==> images/pins.png <==
Pins as bars across the die edge, other pins in grey.
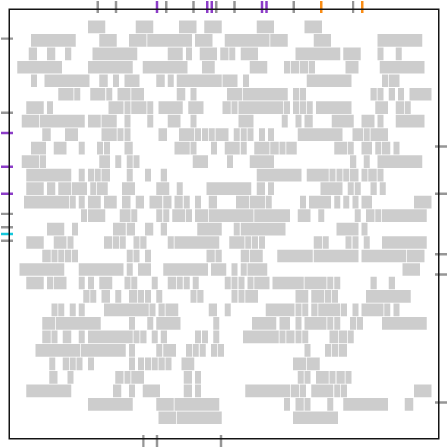
==> images/metal_stack.png <==
Bar = 20 um.
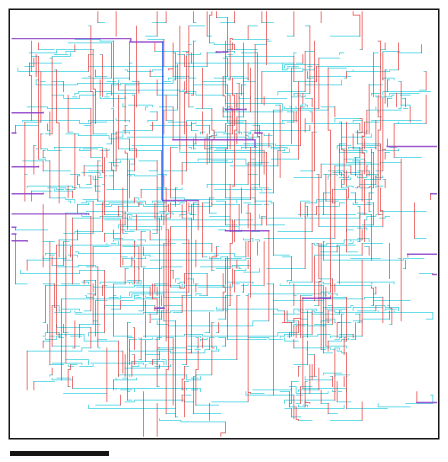
`config.mk`:
```
export PLATFORM = sky130hd
export DESIGN_NAME = seg7_pattern_decoder
export DESIGN_NICKNAME = d
export VERILOG_FILES = /design/src/rtl/seg7_pattern_decoder_pkg.sv /design/src/rtl/seg7_digit_tracker.sv /design/src/rtl/seg7_pattern_decoder.sv
export SDC_FILE = /design/constraint.sdc
export NUM_CORES = 1
export LEC_CHECK = 0
export ABC_AREA = 1
export ABC_CLOCK_PERIOD_IN_PS = 2029
export CAP_MARGIN = 30
export CORE_UTILIZATION = 40
export DETAILED_ROUTE_END_ITERATION = 12
export GPL_ROUTABILITY_DRIVEN = 1
export GPL_TIMING_DRIVEN = 1
export PLACE_DENSITY_LB_ADDON = 0.08
export SYNTH_ARGS = -nofsm -noshare
export SYNTH_HDL_FRONTEND = slang
export SYNTH_SLANG_ARGS = --single-unit
```
`constraint.sdc`:
```
create_clock -name i_Clk -period 2.03 [get_ports i_Clk]
set_input_delay 0.3045 -clock i_Clk [delete_from_list [all_inputs] [get_ports i_Clk]]
set_output_delay 0.3045 -clock i_Clk [all_outputs]
set_load 0.005 [all_outputs]
```
`src/rtl/seg7_pattern_decoder_pkg.sv`:
```
// Shared 7-segment pattern constants, per-digit tracker states and the pattern -> one-hot decode table.
// Pure definitions: no latency and no backpressure.
package seg7_pattern_decoder_pkg;

  localparam int NUM_DIGITS = 2;

  localparam logic [6:0] SEG7_0 = 7'h3f;
  localparam logic [6:0] SEG7_1 = 7'h06;
  localparam logic [6:0] SEG7_2 = 7'h5b;
  localparam logic [6:0] SEG7_3 = 7'h4f;
  localparam logic [6:0] SEG7_4 = 7'h66;
  localparam logic [6:0] SEG7_5 = 7'h6d;
  localparam logic [6:0] SEG7_6 = 7'h7d;
  localparam logic [6:0] SEG7_7 = 7'h07;

  typedef enum logic [1:0] {
    ST_UNLOCKED = 2'd0,
    ST_TRACK    = 2'd1,
    ST_LOCKED   = 2'd2
  } digit_state_t;

  typedef struct packed {
    logic [7:0] num;
    logic       invalid;
  } decode_t;

  // Unknown patterns decode to a zero value with the invalid flag set.
  function automatic decode_t seg7_decode(input logic [6:0] pattern);
    decode_t d;
    d.num     = 8'h00;
    d.invalid = 1'b0;
    case (pattern)
      SEG7_0:  d.num = 8'h01;
      SEG7_1:  d.num = 8'h02;
      SEG7_2:  d.num = 8'h04;
      SEG7_3:  d.num = 8'h08;
      SEG7_4:  d.num = 8'h10;
      SEG7_5:  d.num = 8'h20;
      SEG7_6:  d.num = 8'h40;
      SEG7_7:  d.num = 8'h80;
      default: d.invalid = 1'b1;
    endcase
    return d;
  endfunction

endpackage

```
`src/rtl/seg7_digit_tracker.sv`:
```
// One digit's stability tracker: locks after STABLE_COUNT equal enabled samples, then decodes.
// Outputs are registered on the locking edge; no backpressure, disabled cycles freeze all state.
module seg7_digit_tracker
  import seg7_pattern_decoder_pkg::*;
#(
  parameter int STABLE_COUNT = 4,
  parameter int CNT_W        = 3
) (
  input  logic       clk,
  input  logic       rst_n,
  input  logic       en,
  input  logic [6:0] pattern,
  output logic [7:0] num,
  output logic       invalid,
  output logic       locked,
  output logic       update
);

  localparam logic [CNT_W-1:0] CNT_MAX = CNT_W'(STABLE_COUNT - 1);

  digit_state_t     state, state_nxt;
  logic [CNT_W-1:0] cnt, cnt_nxt;
  logic [6:0]       last, last_nxt;
  logic             lock_now;
  logic             same;
  decode_t          dec;

  assign same = (pattern == last);
  assign dec  = seg7_decode(pattern);

  always_comb begin
    state_nxt = state;
    cnt_nxt   = cnt;
    last_nxt  = last;
    lock_now  = 1'b0;
    if (en) begin
      case (state)
        ST_UNLOCKED: begin
          last_nxt = pattern;
          cnt_nxt  = '0;
          if (CNT_MAX == '0) begin
            state_nxt = ST_LOCKED;
            lock_now  = 1'b1;
          end else begin
            state_nxt = ST_TRACK;
          end
        end
        ST_TRACK: begin
          if (same) begin
            if (cnt != CNT_MAX) cnt_nxt = cnt + 1'b1;
            if (cnt_nxt == CNT_MAX) begin
              state_nxt = ST_LOCKED;
              lock_now  = 1'b1;
            end
          end else begin
            last_nxt = pattern;
            cnt_nxt  = '0;
          end
        end
        ST_LOCKED: begin
          // Outputs keep the old value while the new pattern proves itself.
          if (!same) begin
            last_nxt  = pattern;
            cnt_nxt   = '0;
            state_nxt = ST_TRACK;
          end
        end
        default: state_nxt = ST_UNLOCKED;
      endcase
    end
  end

  always_ff @(posedge clk or negedge rst_n) begin
    if (!rst_n) begin
      state   <= ST_UNLOCKED;
      cnt     <= '0;
      last    <= 7'h00;
      num     <= 8'h00;
      invalid <= 1'b0;
      locked  <= 1'b0;
      update  <= 1'b0;
    end else begin
      state  <= state_nxt;
      cnt    <= cnt_nxt;
      last   <= last_nxt;
      locked <= (state_nxt == ST_LOCKED);
      update <= 1'b0;
      if (lock_now) begin
        num     <= dec.num;
        invalid <= dec.invalid;
        update  <= (dec.num != num) || (dec.invalid != invalid);
      end
    end
  end

endmodule

```
`src/rtl/seg7_pattern_decoder.sv`:
```
// Segment-pin readback monitor: recovers the one-hot value of each of two multiplexed digits.
// A digit locks 2*(STABLE_COUNT-1) edges after its new pattern with the cathode toggling; no backpressure.
module seg7_pattern_decoder
  import seg7_pattern_decoder_pkg::*;
#(
  parameter int STABLE_COUNT = 4,
  parameter int CNT_W        = 3
) (
  input  logic       i_Clk,
  input  logic       i_Rst_n,
  input  logic       i_Segment_A,
  input  logic       i_Segment_B,
  input  logic       i_Segment_C,
  input  logic       i_Segment_D,
  input  logic       i_Segment_E,
  input  logic       i_Segment_F,
  input  logic       i_Segment_G,
  input  logic       i_Digit_Cath,
  output logic [7:0] o_Onehot_Num_0,
  output logic [7:0] o_Onehot_Num_1,
  output logic [1:0] o_Locked,
  output logic [1:0] o_Invalid,
  output logic [1:0] o_Update
);

  logic [6:0] pattern;
  logic [7:0] num [NUM_DIGITS];

  assign pattern = {i_Segment_G, i_Segment_F, i_Segment_E, i_Segment_D,
                    i_Segment_C, i_Segment_B, i_Segment_A};

  for (genvar d = 0; d < NUM_DIGITS; d++) begin : g_digit
    seg7_digit_tracker #(
      .STABLE_COUNT (STABLE_COUNT),
      .CNT_W        (CNT_W)
    ) u_tracker (
      .clk     (i_Clk),
      .rst_n   (i_Rst_n),
      .en      (i_Digit_Cath == 1'(d)),
      .pattern (pattern),
      .num     (num[d]),
      .invalid (o_Invalid[d]),
      .locked  (o_Locked[d]),
      .update  (o_Update[d])
    );
  end

  assign o_Onehot_Num_0 = num[0];
  assign o_Onehot_Num_1 = num[1];

endmodule

```
==> impl_metrics.tcl <==
# flow metrics
set metrics [dict create \
    n_clock_buffer 6 \
    hpwl_um 4920 \
    top_layer "met4" \
    cp_num_buf_inv 1 \
    drt-pass1-iter-count 4 \
    dieWidth_um 86.4 \
    ys_ff 46 \
    r2r-start "g_digit[1].u_tracker.cnt[0]" \
    io_pins 32 \
    cp-startpoint "g_digit[1].u_tracker.cnt[0]" \
    drt-total-wl_um 6440 \
    ff2ff_setup_slack_ps 200 \
    cp.depth 8 \
    largest_register_ffs 16 \
    worstPathMaxFanout 18 \
    design.core.area_um2 6830 \
    yosys-stat-area_um2 2850 \
    htreeDepth 2 \
    ys_async_sr_fraction_pct 100 \
    io_buffers 31 \
    layout.nets 471 \
    cts_tree "done" \
    wl_met1_um 3220 \
    rows 30 \
    common_cells "139 x nand2_1, 46 x dfrtp_1, 46 x inv_1" \
    setup_viol 0 \
    required_ps 2230 \
    synthDominantCellAreaShare_pct 40.4 \
    clk_latency_ps 310 \
    crit_arrival_ps 2030 \
    hp-class "input port to async pin" \
    grtUsageTotal_pct 19.0 \
    sh_comb_area_pct 39.2 \
    status "completed" \
    antenna_found_initial 0 \
    synth_cell_types 30 \
    die_area_um2 7460 \
    ys.flop_type "dfrtp_1" \
    path_clk_slew_ps 100 \
    synth_area_per_cell_um2 7.36 \
    synthesis.nets 407 \
    worstRegToRegCells 8 \
    power_density_nw_per_um2 649 \
    fmax_mhz 545 \
    ant_nets 0 \
    area_growth_pct 26.4 \
    clock_skew_ps 12.1 \
    route.vias.total 2471 \
    syn-cell-area_um2 2850 \
    comb_area_um2 1410 \
    worst_pin_slew_ps 467 \
    fin_area_um2 3600 \
    wl_per_cell_um 11.7 \
    top_cell "nand2_1" \
    edf_count 0 \
    top_register "g_digit.u_tracker.num" \
    dr_wl_met3_um 139 \
    register_area_um2 1150 \
    syn-instance-count 387 \
    slew_headroom_pct 68.9 \
    flop-count 46 \
    slowest_delay_ps 440 \
    irDropWorstVdd_mv 0.355 \
    slowest_stage "dfrtp_1" \
    fill_cells 698 \
    met2WireLength_um 3040 \
    grt_max_degree 20 \
    setup-tns-final_ps 0 \
]
-- pins.png (at the start) --
Key: orange = o_Invalid [pins 2, direction output, edge top]; cyan = i_Segment_F [pins 1, direction input, edge left]; purple = o_Onehot_Num_1 [pins 8, direction output, edge 5 top, 3 left]
All pins by edge: 15 top, 9 left, 5 right, 3 bottom.

-- metal_stack.png (at the start) --
Key: purple = met3 [wire length 140 um]; blue = met4 [wire length 32.0 um]; cyan = met1 [wire length 3220 um]; red = met2 [wire length 3040 um]

-- cell usage in the layout (no fill, tap or decap), types with 6 or more instances in the layout --
cell,count
buf_4,33
nand2_1,139
o21ai_0,19
xor2_1,7
o21ai_2,6
clkdlybuf4s50_1,30
dfrtp_1,46
ha_1,10
nand3_1,9
a21oi_1,6
nor2_1,37
inv_1,46
xnor2_1,9
o21ai_1,12
-- power by group --
group          switching [uW]  leakage, uW  internal (uW)  total (uW)
registers                83.9     0.000612           1020        1110
clock network             330    0.0000452            244         574
logic                     386      0.00120            269         655
total                     800      0.00186           1530        2330
-- kinds of logic after synthesis --
family | synth area share [%]
XOR/XNOR | 5.49
buffers and inverters | 10.2
flip-flops | 40.4
AND-OR/OR-AND | 8.88
AND/OR/NAND/NOR | 30.6
adder cells (fa/ha/maj) | 4.40
Power and IR drop assume default switching activity.
